Figure 1. Placed cells, one colour a class (run 1).
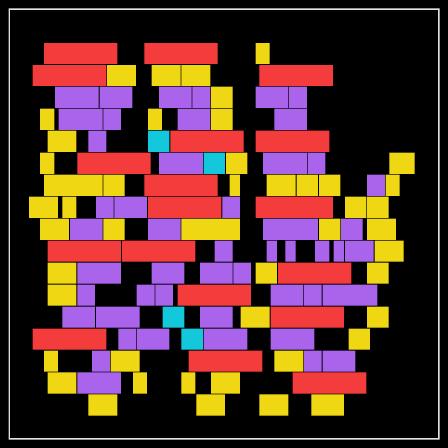
Figure 2. Nets reached from selected ports (run 1).
Bar = 20 um.
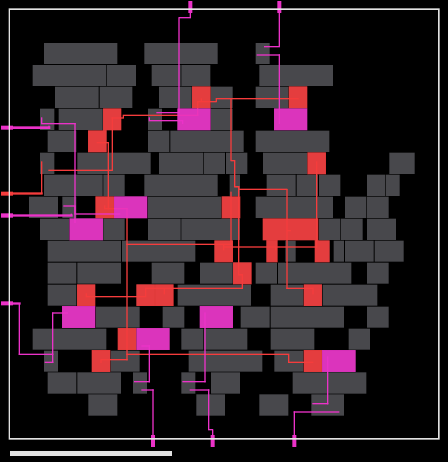
Figure 3. Congestion heat map (run 1).
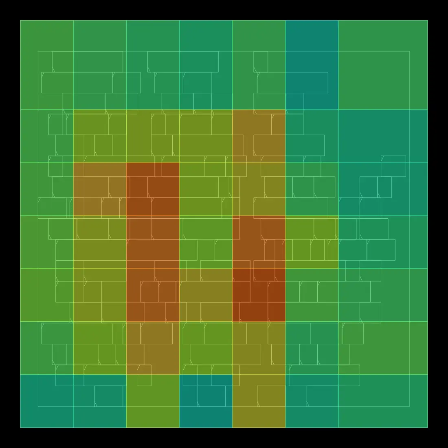
[src/rtl/fifo_unpacker.sv]
// Width-down converter on the read side of a show-ahead FIFO. It pops one IN_WIDTH
// word and streams it out as RATIO slices on a valid/ready interface with no bubbles.
module fifo_unpacker #(
    parameter int IN_WIDTH  = 16,
    parameter int RATIO     = 2,
    parameter bit MSB_FIRST = 1'b0
) (
    input  logic                      i_clk,
    input  logic                      i_rst_n,
    input  logic                      i_flush,
    input  logic [IN_WIDTH-1:0]       i_fifo_rdata,
    input  logic                      i_fifo_not_empty,
    output logic                      o_fifo_pop,
    output logic [IN_WIDTH/RATIO-1:0] o_data,
    output logic                      o_valid,
    input  logic                      i_ready,
    output logic                      o_last,
    output logic                      o_busy
);

    localparam int OUT_WIDTH = IN_WIDTH / RATIO;
    localparam int CNT_W     = (RATIO > 1) ? $clog2(RATIO) : 1;
    localparam logic [CNT_W-1:0] LAST_CNT = CNT_W'(RATIO - 1);

    typedef enum logic {
        EMPTY = 1'b0,
        HOLD  = 1'b1
    } state_t;

    state_t              state;
    logic [IN_WIDTH-1:0] hold;
    logic [CNT_W-1:0]    cnt;
    logic [CNT_W-1:0]    slice_idx;
    logic                full;
    logic                accept;

    assign full    = (state == HOLD);
    assign o_valid = full;
    assign o_busy  = full;
    assign o_last  = full && (cnt == LAST_CNT);
    assign accept  = o_valid && i_ready;

    // Refill in the same cycle the last slice leaves, so words stream back to back.
    assign o_fifo_pop = !i_flush && i_fifo_not_empty && (!full || (accept && o_last));

    // NOTE: sequential state uses non-blocking assignments only, so every register
    // samples the pre-edge values of its neighbours regardless of statement order.
    always_ff @(posedge i_clk or negedge i_rst_n) begin
        if (!i_rst_n) begin
            state <= EMPTY;
            // NOTE: hold is datapath, but it is cleared so o_data reads zero after
            // reset and flush instead of exposing a stale word.
            hold  <= '0;
            cnt   <= '0;
        end else if (i_flush) begin
            state <= EMPTY;
            hold  <= '0;
            cnt   <= '0;
        end else if (o_fifo_pop) begin
            state <= HOLD;
            hold  <= i_fifo_rdata;
            cnt   <= '0;
        end else if (accept) begin
            if (o_last) begin
                state <= EMPTY;
                cnt   <= '0;
            end else begin
                cnt <= cnt + CNT_W'(1);
            end
        end
    end

    assign slice_idx = MSB_FIRST ? (LAST_CNT - cnt) : cnt;

    // NOTE: o_data gets a default before the loop; without it the mux would infer a latch.
    always_comb begin
        o_data = '0;
        for (int i = 0; i < RATIO; i++) begin
            if (slice_idx == CNT_W'(i)) begin
                o_data = hold[i*OUT_WIDTH +: OUT_WIDTH];
            end
        end
    end

endmodule

[config.mk]
export PLATFORM = sky130hd
export DESIGN_NAME = fifo_unpacker
export DESIGN_NICKNAME = d
export VERILOG_FILES = /design/src/rtl/fifo_unpacker.sv
export SDC_FILE = /design/constraint.sdc
export NUM_CORES = 1
export LEC_CHECK = 0
export CORE_MARGIN = 2
export CORE_UTILIZATION = 40
export CTS_BUF_LIST = sky130_fd_sc_hd__clkbuf_4 sky130_fd_sc_hd__clkbuf_8
export CTS_CLUSTER_DIAMETER = 100
export DETAILED_ROUTE_END_ITERATION = 10
export GPL_TIMING_DRIVEN = 0
export PLACE_DENSITY = 0.72
export SLEW_MARGIN = 20
export SYNTH_ARGS = -nofsm -noshare
export SYNTH_HDL_FRONTEND = slang
export SYNTH_SLANG_ARGS = --single-unit
export TNS_END_PERCENT = 10
[constraint.sdc]
create_clock -name i_clk -period 1.7 [get_ports i_clk]
set_input_delay 0.255 -clock i_clk [delete_from_list [all_inputs] [get_ports i_clk]]
set_output_delay 0.255 -clock i_clk [all_outputs]
set_load 0.05 [all_outputs]
==> impl_metrics.yaml, run 1 <==
# synthesis and place-and-route metrics
routing:
  wl_um: 2125
  drc_errors: 0
  wl_met3_um: 103
  route.met2.wl_um: 1100
  vias: 684
  top_layer_used: "met4"
  wl_met1_um: 876
  drtPass1Iterations: 3
  via_per_inst: 4.685
  drtIter0Drc: 2
  antenna_left: 0
final_timing:
  setup_slack_ns: 0.0009772
  slew_viol_final: 0
  fin_crit_sh_pct: 99.94
  slew_headroom_pct: 45.29
  rsz0062_at_grt: "true"
  hold_viol_final: 0
  period_minus_slack_ns: 1.699
  finalClockSkew_ns: 0.01844
  holdWs_ns: 0.4116
  setup-tns-final_ns: 0
  setup_viol: 0
  fmax_mhz: 588.6
  worst_slew_pin_slew_ns: 0.8181
floorplanning:
  rows: 17
  core_um2: 2233
  io_pins: 33
  dieArea_um2: 2807
  fp.dieH_um: 52.98
  initial_utilization_pct: 42.97
  dieWidth_um: 52.98
global_route:
  antenna_found_initial: 0
  overflow: 0
  grt_pass1_vias: 693
  grt_max_degree: 19
  grt_first_pass_wirelength_um: 3180
place:
  portBuffers: 31
  pre_cts_slack_ns: -0.9479
  dpl.hpwl_um: 1331
  place.gp.congestion: 0.6943
  dp.cells: 131
synth:
  top_cells_by_count: "dfrtp_1, nor2b_1, mux2_2, mux2_4, nor2_1"
  async_reset_ff_share_pct: 100.0
  synth.largest_area_cell: "dfrtp_1"
  fp_nets: 93
  synth_warnings: 0
  synth_area_per_cell_um2: 13.33
  synth-edff-count: 0
  yosys-stat-cells: 72
  synth.distinct_cells: 17
  synth_flops: 18
  synth_top_area_share_pct: 46.94
  ff_type: "dfrtp_1"
  synthTopCellsByArea: "dfrtp_1, mux2_2, mux2_4"
  synth_top_cell_by_count: "dfrtp_1"
  netlist_instances: 72
  ys_seq_share_pct: 46.94
  yosysChipArea_um2: 959.7
  netlist_area_um2: 959.7
final_layout:
  nets: 140
  stdcell_count: 146
  area_growth_pct: 46.15
  antenna_cells: 0
  layout-drive-gt1-share_pct: 48.31
power:
  power.leakage_nw: 0.6771
  power.density_nw_per_um2: 723.7
  peakVddDrop_v: 0.0004596
setup_path:
  crit_type: "reg -> out"
  crit_path_end_kind: "output pin"
  cp_data_required_time_ns: 1.44
  crit_path_start_kind: "flip-flop"
  worst-path-max-fanout: 10
  cp.arrival_ns: 1.44
clock_tree:
  clkLatencyLatePin_ns: 0.30
  clock_path_buffers: 2
  cts.clk_slew.worst_paths_ns: 0.11
  htree_num_levels: 1
  root_buffer: "clkbuf_4"
  cts_tree: "built"
  cts-hold-fix-buffers: 0
  numCtsBuffers: 3
  cts_sinks: 18
job:
  tool_warnings: 29
  maxCapViolations: 0
run_status:
  status: "completed"
hold_path:
  hp-class: "in -> async"
About Figure 1:
| colour | class | cells | share of their area |
|---|---|---|---|
| cyan | clock drivers and dummy loads | 4 | 2.2% |
| purple | all other logic | 49 | 35% |
| yellow | other buffers and delay cells | 47 | 30% |
| red | flip-flops | 18 | 33% |

About Figure 2:
| colour | port | bits | direction | end cells | wire |
|---|---|---|---|---|---|
| red | `i_flush` | 1 | input | 19 | 219 um |
| magenta | `o_data` | 8 | output | 8 | 145 um |

About Figure 3:
final core occ: 62.80%
met1 usage: 20.68%
Overall Global Routing Usage: 16.39%
wire per inst: 14.55 um
GRT met3 Usage: 2.825%

[run 1: worst max-delay path, cell delays in order (launching register included)]
cell and delay [ns]:
dfrtp_1 0.38, buf_4 0.19, mux2_2 0.35, buf_2 0.21
[run 1: flip-flops by register name, summed over array words and instances (netlist names)]
signal and cells:
hold 16, cnt 1, o_busy 1
[run 1: layer usage]
metal | track usage (%) | up-vias
met2 | 26.46 | 20
met5 | 0 | -
li1 | - | 334
met4 | 8.974 | 0
met1 | 20.68 | 326
met3 | 2.825 | 4
[run 1: cell usage in the layout (no fill, tap or decap)]
| master | count |
|---|---|
| buf_4 | 14 |
| clkdlybuf4s15_2 | 1 |
| buf_2 | 9 |
| buf_12 | 2 |
| dfrtp_2 | 1 |
| clkbuf_4 | 4 |
| nand3b_1 | 1 |
| nor2_1 | 2 |
| a21oi_1 | 1 |
| nor3b_4 | 1 |
| nand2_1 | 1 |
| mux2_4 | 9 |
| dlygate4sd2_1 | 1 |
| clkdlybuf4s50_1 | 19 |
| and2_1 | 1 |
| clkbuf_1 | 1 |
| a21boi_4 | 1 |
| mux2i_1 | 1 |
| dfrtp_1 | 17 |
| mux2_2 | 15 |
| nor2b_1 | 16 |
[run 1: kinds of logic after synthesis]
| logic type | synth area share, % |
|---|---|
| mux | 32.72 |
| simple gates | 14.99 |
| flops | 46.94 |
| buf+inv | 3.649 |
| compound gates | 1.694 |
[run 1: worst paths after layout]
| kind | from | endpoint | slack (ns) | cells after the start |
|---|---|---|---|---|
| max in group asynchronous | i_rst_n | o_busy$_DFFE_PN0P_ | 0.73 | 1 |
| setup / recovery | cnt$_DFFE_PN0P_ | o_data[6] | 0.001 | 3 |
| setup reg to reg | o_busy$_DFFE_PN0P_ | hold[6]$_DFFE_PN0P_ | 0.09 | 5 |
| hold reg to reg | hold[4]$_DFFE_PN0P_ | hold[4]$_DFFE_PN0P_ | 0.64 | 2 |
| hold / removal | i_rst_n | hold[3]$_DFFE_PN0P_ | 0.41 | 1 |
| min in group i_clk | i_flush | hold[8]$_DFFE_PN0P_ | 0.43 | 3 |
[run 1: cell type report]
class,count,area (um2)
multi-input combinational,49,481.7
clock buffer,4,30.03
timing repair buffer,42,360.3
fill,202,830.8
sequential,18,451.7
tap,28,35.03
buffer,5,43.79
[run 1: timing repair]
| item | in CTS | in global routing |
|---|---|---|
| pin swaps | 1 | 1 |
| endpoints found under the setup margin | 21 | 10 |
| setup buffers | 3 | 8 |
| gates resized | 50 | 7 |
[run 1: metrics by stage]
stage	power (mW)	cell area (um2)
3_5_place_dp	0.7761	1319
5_1_grt	1.062	1403
6_report	1.015	1403
4_1_cts	1.009	1348
3_3_place_gp	0.7720	1319
2_1_floorplan	0.6637	973.4
[run 1: report_power, final]
part           total, mW  switching [mW]  internal [mW]  leakage [nW]
registers          0.472          0.0146          0.458         0.239
logic              0.305           0.151          0.154         0.420
clock network      0.238           0.131          0.107        0.0184
Figure 4. Cell area per tile (run 1).
Bar = 20 um. 11 x 11 tiles, from black (low) to pale yellow (high), 0 to 100% covered.
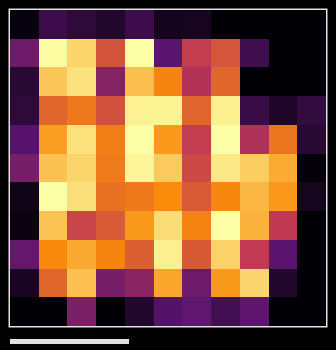

--- run 2 (diff from run 1) ---
Settings changed: CAP_MARGIN set to 20, CORE_ASPECT_RATIO set to 0.8.
Figure 5. Cell area per tile (run 2).
Bar = 20 um. 12 x 10 tiles, from black (low) to pale yellow (high), 0 to 100% covered.
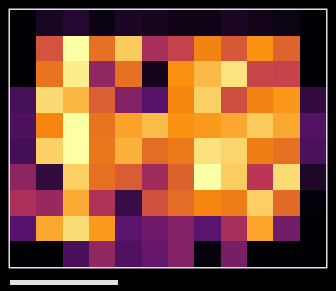
nearly empty tiles: 12%
mean over tiles: 49%
tiles over 75% full: 28%
densest ninth of the die: centre
fullest tile: 100%

==> run 2 against run 1 <==
The run now ends with design-rule violations, negative setup slack left. Clock-buffer cell count is the same. Highest routed layer is now met3. Area after synthesis is the same. Sequential cell count is the same. Critical path type unchanged. Power grew 3.3%. Cell count shrank 2.7%.
==> impl_metrics.yaml, run 2 <==
# synthesis and place-and-route metrics
setup_path:
  rr_startpoint: "o_busy$_DFFE_PN0P_"
  crit_start: "o_busy$_DFFE_PN0P_"
  crit_path_start_kind: "flip-flop"
  cp.arrival_ns: 1.45
  max_stage_delay_ns: 0.45
  worst-path-max-fanout: 6
  critPathBufInv: 2
  cp_common_cell: "buf_12"
  cp_data_required_time_ns: 1.44
  crit_type: "reg -> out"
  crit_slowest_cell: "dfrtp_2"
  crit_path_end_kind: "output pin"
  crit_chain: "a21boi_4, nor3b_4, buf_12, buf_12"
  crit_family: "flip-flops"
routing:
  routedWlPerCell_um: 15.23
  antenna_left: 0
  vias: 693
  drc_errors: 2
  via_per_inst: 4.880
  wl_um: 2162
  drtPass1Iterations: 7
  drtIter0Drc: 10
final_layout:
  lay_top_cells: "clkdlybuf4s50_1, dfrtp_1, nor2b_1"
  largest_reg_flops: 16
  layout-drive-gt1-share_pct: 47.86
  antenna_cells: 0
  area_growth_pct: 46.28
  top_register: "hold"
  nets: 139
  lay_top_count: "clkdlybuf4s50_1"
floorplanning:
  fp.dieH_um: 47.81
  dieWidth_um: 58.76
  core_um2: 2215
  rows: 15
  initial_utilization_pct: 43.33
  dieArea_um2: 2809
  io_pins: 33
synth:
  synth_flops: 18
  synth_top_area_share_pct: 46.94
  synth-edff-count: 0
  synthTopCellsByArea: "dfrtp_1, mux2_2, mux2_4"
  fp_nets: 93
  yosys-stat-cells: 72
  synth_area_per_cell_um2: 13.33
  ff_type: "dfrtp_1"
  synth.distinct_cells: 17
  yosysChipArea_um2: 959.7
  ys_sh_simple_pct: 14.99
  synthTopLogicFamily: "multiplexers"
  top_cells_by_count: "dfrtp_1, nor2b_1, mux2_2, mux2_4, nor2_1"
  ys_seq_share_pct: 46.94
  ys_sh_xor_pct: 0
  netlist_area_um2: 959.7
  synth.largest_area_cell: "dfrtp_1"
  ys_sh_aoi_pct: 1.695
  synth_top_cell_by_count: "dfrtp_1"
  netlist_instances: 72
  ys_sh_mux_pct: 32.72
  synth_warnings: 0
  async_reset_ff_share_pct: 100.0
  ys_sh_adder_pct: 0
clock_tree:
  htree_num_levels: 1
  root_buffer: "clkbuf_4"
  cts-hold-fix-buffers: 0
  numCtsBuffers: 3
  cts_sinks: 18
  cts.clk_slew.worst_paths_ns: 0.11
  clkLatencyLatePin_ns: 0.30
  clock_path_buffers: 2
  cts_tree: "built"
place:
  portBuffers: 31
  dpl.hpwl_um: 1410
  pre_cts_slack_ns: -1.002
  place.gp.congestion: 0.6950
final_timing:
  fin_crit_sh_pct: 100.5
  finalClockSkew_ns: 0.007130
  setup_slack_ns: -0.007731
  fmax_mhz: 585.6
  slew_viol_final: 0
  rsz0062_at_grt: "true"
  hold_viol_final: 0
  setup_viol: 1
  worst_slew_pin_slew_ns: 0.8342
  slew_headroom_pct: 44.22
  period_minus_slack_ns: 1.708
global_route:
  grt_first_pass_wirelength_um: 3229
  grt_max_degree: 19
  gr-usage-all-layers_pct: 16.29
  antenna_found_initial: 0
  grt_pass1_vias: 720
  overflow: 0
job:
  maxCapViolations: 0
  tool_warnings: 29
power:
  power.density_nw_per_um2: 746.8
  power.leakage_nw: 0.6836
  peakVddDrop_v: 0.0005003
  p_total_mw: 1.048
run_status:
  violations: "design-rule violations, negative setup slack"
  status: "complete, but fails checks"
hold_path:
  min-delay-start: "i_ready"
  hp-class: "in -> reg"
==> run 2: worst paths after layout <==
check	to	slack (ns)	cells after the start
setup / recovery	o_fifo_pop	-0.008	4
hold / removal	cnt$_DFFE_PN0P_	0.32	3
setup reg to reg	hold[9]$_DFFE_PN0P_	0.07	5
hold reg to reg	cnt$_DFFE_PN0P_	0.62	2
max in group asynchronous	o_busy$_DFFE_PN0P_	0.72	1
min in group asynchronous	hold[7]$_DFFE_PN0P_	0.42	1
==> run 2: per-layer routing <==
layer	share of wire (%)	vias up	GRT usage, %
met2	50	25	30.44
met1	43	335	19.09
met4	0	0	1.364
met5	0	-	0
met3	6.9	0	5.946
li1	-	333	-
==> run 2: kinds of logic after synthesis <==
| family | count (synthesis) |
|---|---|
| simple gates | 22 |
| mux | 25 |
| flops | 18 |
| buf+inv | 5 |
| compound gates | 2 |
==> run 2: repair_timing <==
item | 4_1_cts | 5_1_grt
setup buffers | 2 | 8
pin swaps | 1 | 1
endpoints found under the setup margin | 21 | 9
resized | 48 | 11
==> run 2: tightest hold or removal path: cells and delay by family <==
| family | cells | cell delay (ns) |
|---|---|---|
| AND/OR/NAND/NOR | 1 | 0.10 |
| buffers and inverters | 1 | 0.17 |
| AND-OR/OR-AND | 1 | 0.06 |
==> run 2: metrics by stage <==
stage                     utilization [%]  hold WS [ns]  area, um2  setup TNS [ns]  std cells
final                               63.39        0.3156       1404       -0.007731        142
after global routing                63.39        0.3200       1404         -0.1181        142
after CTS                           60.90        0.4237       1349         -0.2705        134
after detailed placement            59.38        0.6150       1315          -9.700        128
after global placement              59.38        0.6022       1315          -9.158        128
after floorplan                         -      -0.04059      973.4         -0.4486         72
==> run 2: cell type report <==
type	instances	area (um2)
plain buffers	5	47.55
clock buffers	4	36.28
fillers	195	810.8
multi-input cells	49	481.7
flip-flops and latches	18	451.7
well taps	25	31.28
repair buffers	41	355.3
==> run 2: report_power, final <==
part           internal (mW)  switching (mW)  total (mW)
registers              0.458          0.0147       0.472
clock network          0.131           0.142       0.273
logic                  0.152           0.152       0.303
Figure 6. Placed cells, one colour a class (run 2).
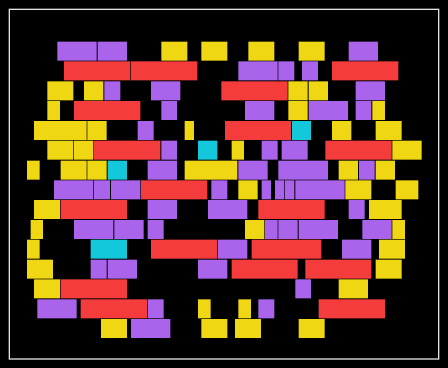

--- run 3 (diff from run 2) ---
Settings changed: CORE_MARGIN 2 to 8.
Figure 7. Placed cells, one colour a class (run 3).
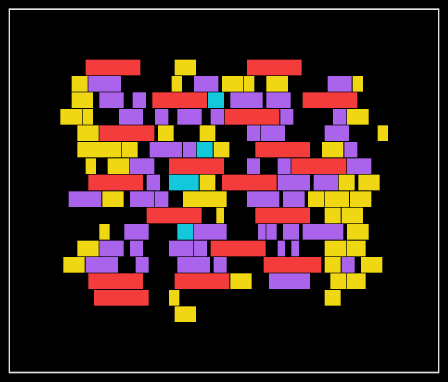
| colour | class | cells | share of their area |
|---|---|---|---|
| red | flip-flops | 18 | 33% |
| purple | all other logic | 49 | 35% |
| cyan | clock drivers and dummy loads | 4 | 2.6% |
| yellow | other buffers and delay cells | 46 | 29% |

==> run 3 against run 2 <==
Critical path type is now in -> out. The flow finishes with violations (negative setup slack). Critical endpoint unchanged. Power hardly changed. Largest cell class unchanged. Final area up 0.18%. First-iteration DRC count rose by 20%. Sequential power hardly changed.
==> impl_metrics.yaml, run 3 <==
# synthesis and place-and-route metrics
setup_path:
  r2r_slack_ns: 0.12
  crit_slowest_cell: "clkdlybuf4s50_1"
  max_stage_delay_ns: 0.56
  crit_path_end_kind: "output pin"
  worst-path-max-fanout: 7
  cp_data_required_time_ns: 1.44
  crit_path_start_kind: "primary input"
  cp_common_cell: "buf_12"
  crit_chain: "clkdlybuf4s50_1, a21boi_4, nor3b_4, buf_12, buf_12"
final_layout:
  lay_top_count: "clkdlybuf4s50_1"
  area_growth_pct: 46.55
  top_register: "hold"
  nFillCells: 205
  nets: 139
  layout-drive-gt1-share_pct: 47.01
  antenna_cells: 0
  largest_reg_flops: 16
run_status:
  violations: "negative setup slack"
  status: "complete, but fails checks"
clock_tree:
  cts_tree: "built"
  clock_path_buffers: 2
  cts-hold-fix-buffers: 0
  numCtsBuffers: 3
  cts_sinks: 18
global_route:
  antenna_found_initial: 0
  grt_max_degree: 19
  overflow: 0
  grt_pass1_vias: 780
  gr-usage-all-layers_pct: 11.08
  grt_first_pass_wirelength_um: 3732
routing:
  drtPass1Iterations: 4
  drc_errors: 0
  wl_um: 2248
  drtIter0Drc: 12
  wl_met3_um: 204
  top_layer_used: "met3"
  routedWlPerCell_um: 15.61
  via_per_inst: 4.722
final_timing:
  slew_headroom_pct: 44.62
  fmax_mhz: 576.3
  setup_viol: 1
  fin_crit_sh_pct: 102.1
  setup_slack_ns: -0.03520
  finalClockSkew_ns: 0.003575
  hold_viol_final: 0
  rsz0062_at_grt: "true"
  worst_slew_pin_slew_ns: 0.8281
  period_minus_slack_ns: 1.735
place:
  pre_cts_slack_ns: -1.030
  place.gp.congestion: 0.7258
  dpl.hpwl_um: 1575
  portBuffers: 31
synth:
  fp_nets: 93
  yosysChipArea_um2: 959.7
  synth.largest_area_cell: "dfrtp_1"
  async_reset_ff_share_pct: 100.0
  netlist_area_um2: 959.7
  synth_top_cell_by_count: "dfrtp_1"
  synth_warnings: 0
  synthTopCellsByArea: "dfrtp_1, mux2_2, mux2_4"
  yosys-stat-cells: 72
  synth_area_per_cell_um2: 13.33
  ys_seq_share_pct: 46.94
  synth_flops: 18
  netlist_instances: 72
  synth_top_area_share_pct: 46.94
floorplanning:
  core_um2: 2362
  dieWidth_um: 70.76
  rows: 16
power:
  p_total_mw: 1.048
  peakVddDrop_v: 0.0003035
  power.density_nw_per_um2: 745.0
  power.leakage_nw: 0.6747
hold_path:
  hp-class: "in -> async"
job:
  maxCapViolations: 0
[run 3: cell counts after synthesis]
No cell type changed its count.
[run 3: cell families after synthesis]
kind of cell	share of synthesized area (%)
multiplexers	32.72
AND/OR/NAND/NOR	14.99
flip-flops	46.94
buffers and inverters	3.649
AND-OR/OR-AND	1.694
[run 3: cell type report]
cell class / count / area (um2) / area share, %
Buffer: 5 / 43.79 / 3.114
Clock buffer: 4 / 36.28 / 2.580
Multi-Input combinational cell: 49 / 481.7 / 34.25
Sequential cell: 18 / 451.7 / 32.12
Tap cell: 27 / 33.78 / 2.402
Timing Repair Buffer: 41 / 359.1 / 25.53
[run 3: power breakdown]
group | internal (mW) | total [mW] | leakage [nW] | switching, mW
registers | 0.458 | 0.472 | 0.239 | 0.0139
clock network | 0.130 | 0.273 | 0.0210 | 0.142
logic | 0.151 | 0.303 | 0.415 | 0.152
total | 0.740 | 1.05 | 0.675 | 0.308
[run 3: metal layers]
metal  global-route usage (%)  up-vias
met5                        0        -
li1                         -      335
met2                    17.13       27
met4                    2.655        0
met1                    13.80      318
met3                    4.858        0
[run 3: repair_timing]
| action | in CTS | in global routing |
|---|---|---|
| pin swaps | 1 | 1 |
| buffers inserted | 3 | 7 |
| resized | 52 | 3 |
| endpoints found under the setup margin | 21 | 10 |
| endpoints found under the hold margin | 0 | 0 |
[run 3: per-stage QoR]
| stage | hold WS [ns] | instances | TNS [ns] | cell area (um2) |
|---|---|---|---|---|
| 2_1_floorplan | -0.04059 | 72 | -0.4486 | 973.4 |
| 3_3_place_gp | 0.6058 | 130 | -9.805 | 1318 |
| 3_5_place_dp | 0.6169 | 130 | -10.34 | 1318 |
| 4_1_cts | 0.4367 | 137 | -0.1016 | 1346 |
| 5_1_grt | 0.4523 | 144 | -0.6140 | 1406 |
| 6_report | 0.4239 | 144 | -0.03520 | 1406 |
[run 3: critical path: cells and delay by family]
| family | cells | cell delay [ns] |
|---|---|---|
| buffers and inverters | 3 | 0.85 |
| and+or+nand+nor | 1 | 0.29 |
| AOI/OAI and AO/OA | 1 | 0.09 |
[run 3: final timing paths]
kind | from | to | cells after the start
setup / recovery | i_ready | o_fifo_pop | 5
hold / removal | i_rst_n | hold[13]$_DFFE_PN0P_ | 1
setup reg to reg | o_busy$_DFFE_PN0P_ | hold[11]$_DFFE_PN0P_ | 5
hold reg to reg | hold[7]$_DFFE_PN0P_ | hold[7]$_DFFE_PN0P_ | 2
max in group asynchronous | i_rst_n | o_busy$_DFFE_PN0P_ | 1
min in group i_clk | i_flush | hold[7]$_DFFE_PN0P_ | 3

==> notes/layouts.md <==
Pictures saved along the way, in no particular order.

Power grid.
Bar = 20 um. Pins as bars on the die edge.
(a)
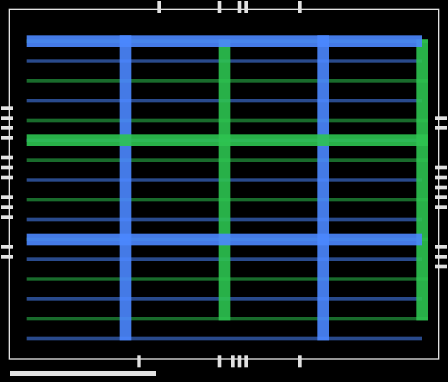
(b)
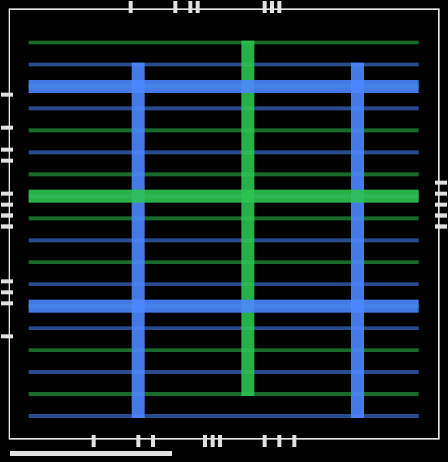
(c)
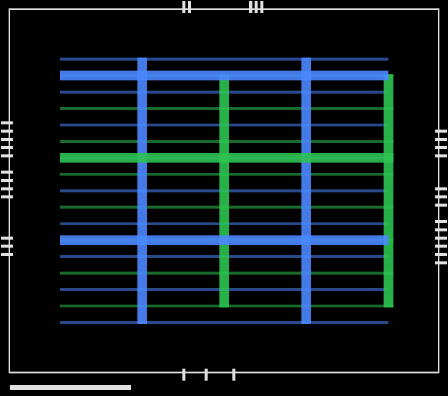
- (c) = run 3
- (a) = run 2
- (b) = run 1

Power and IR drop assume default switching activity.
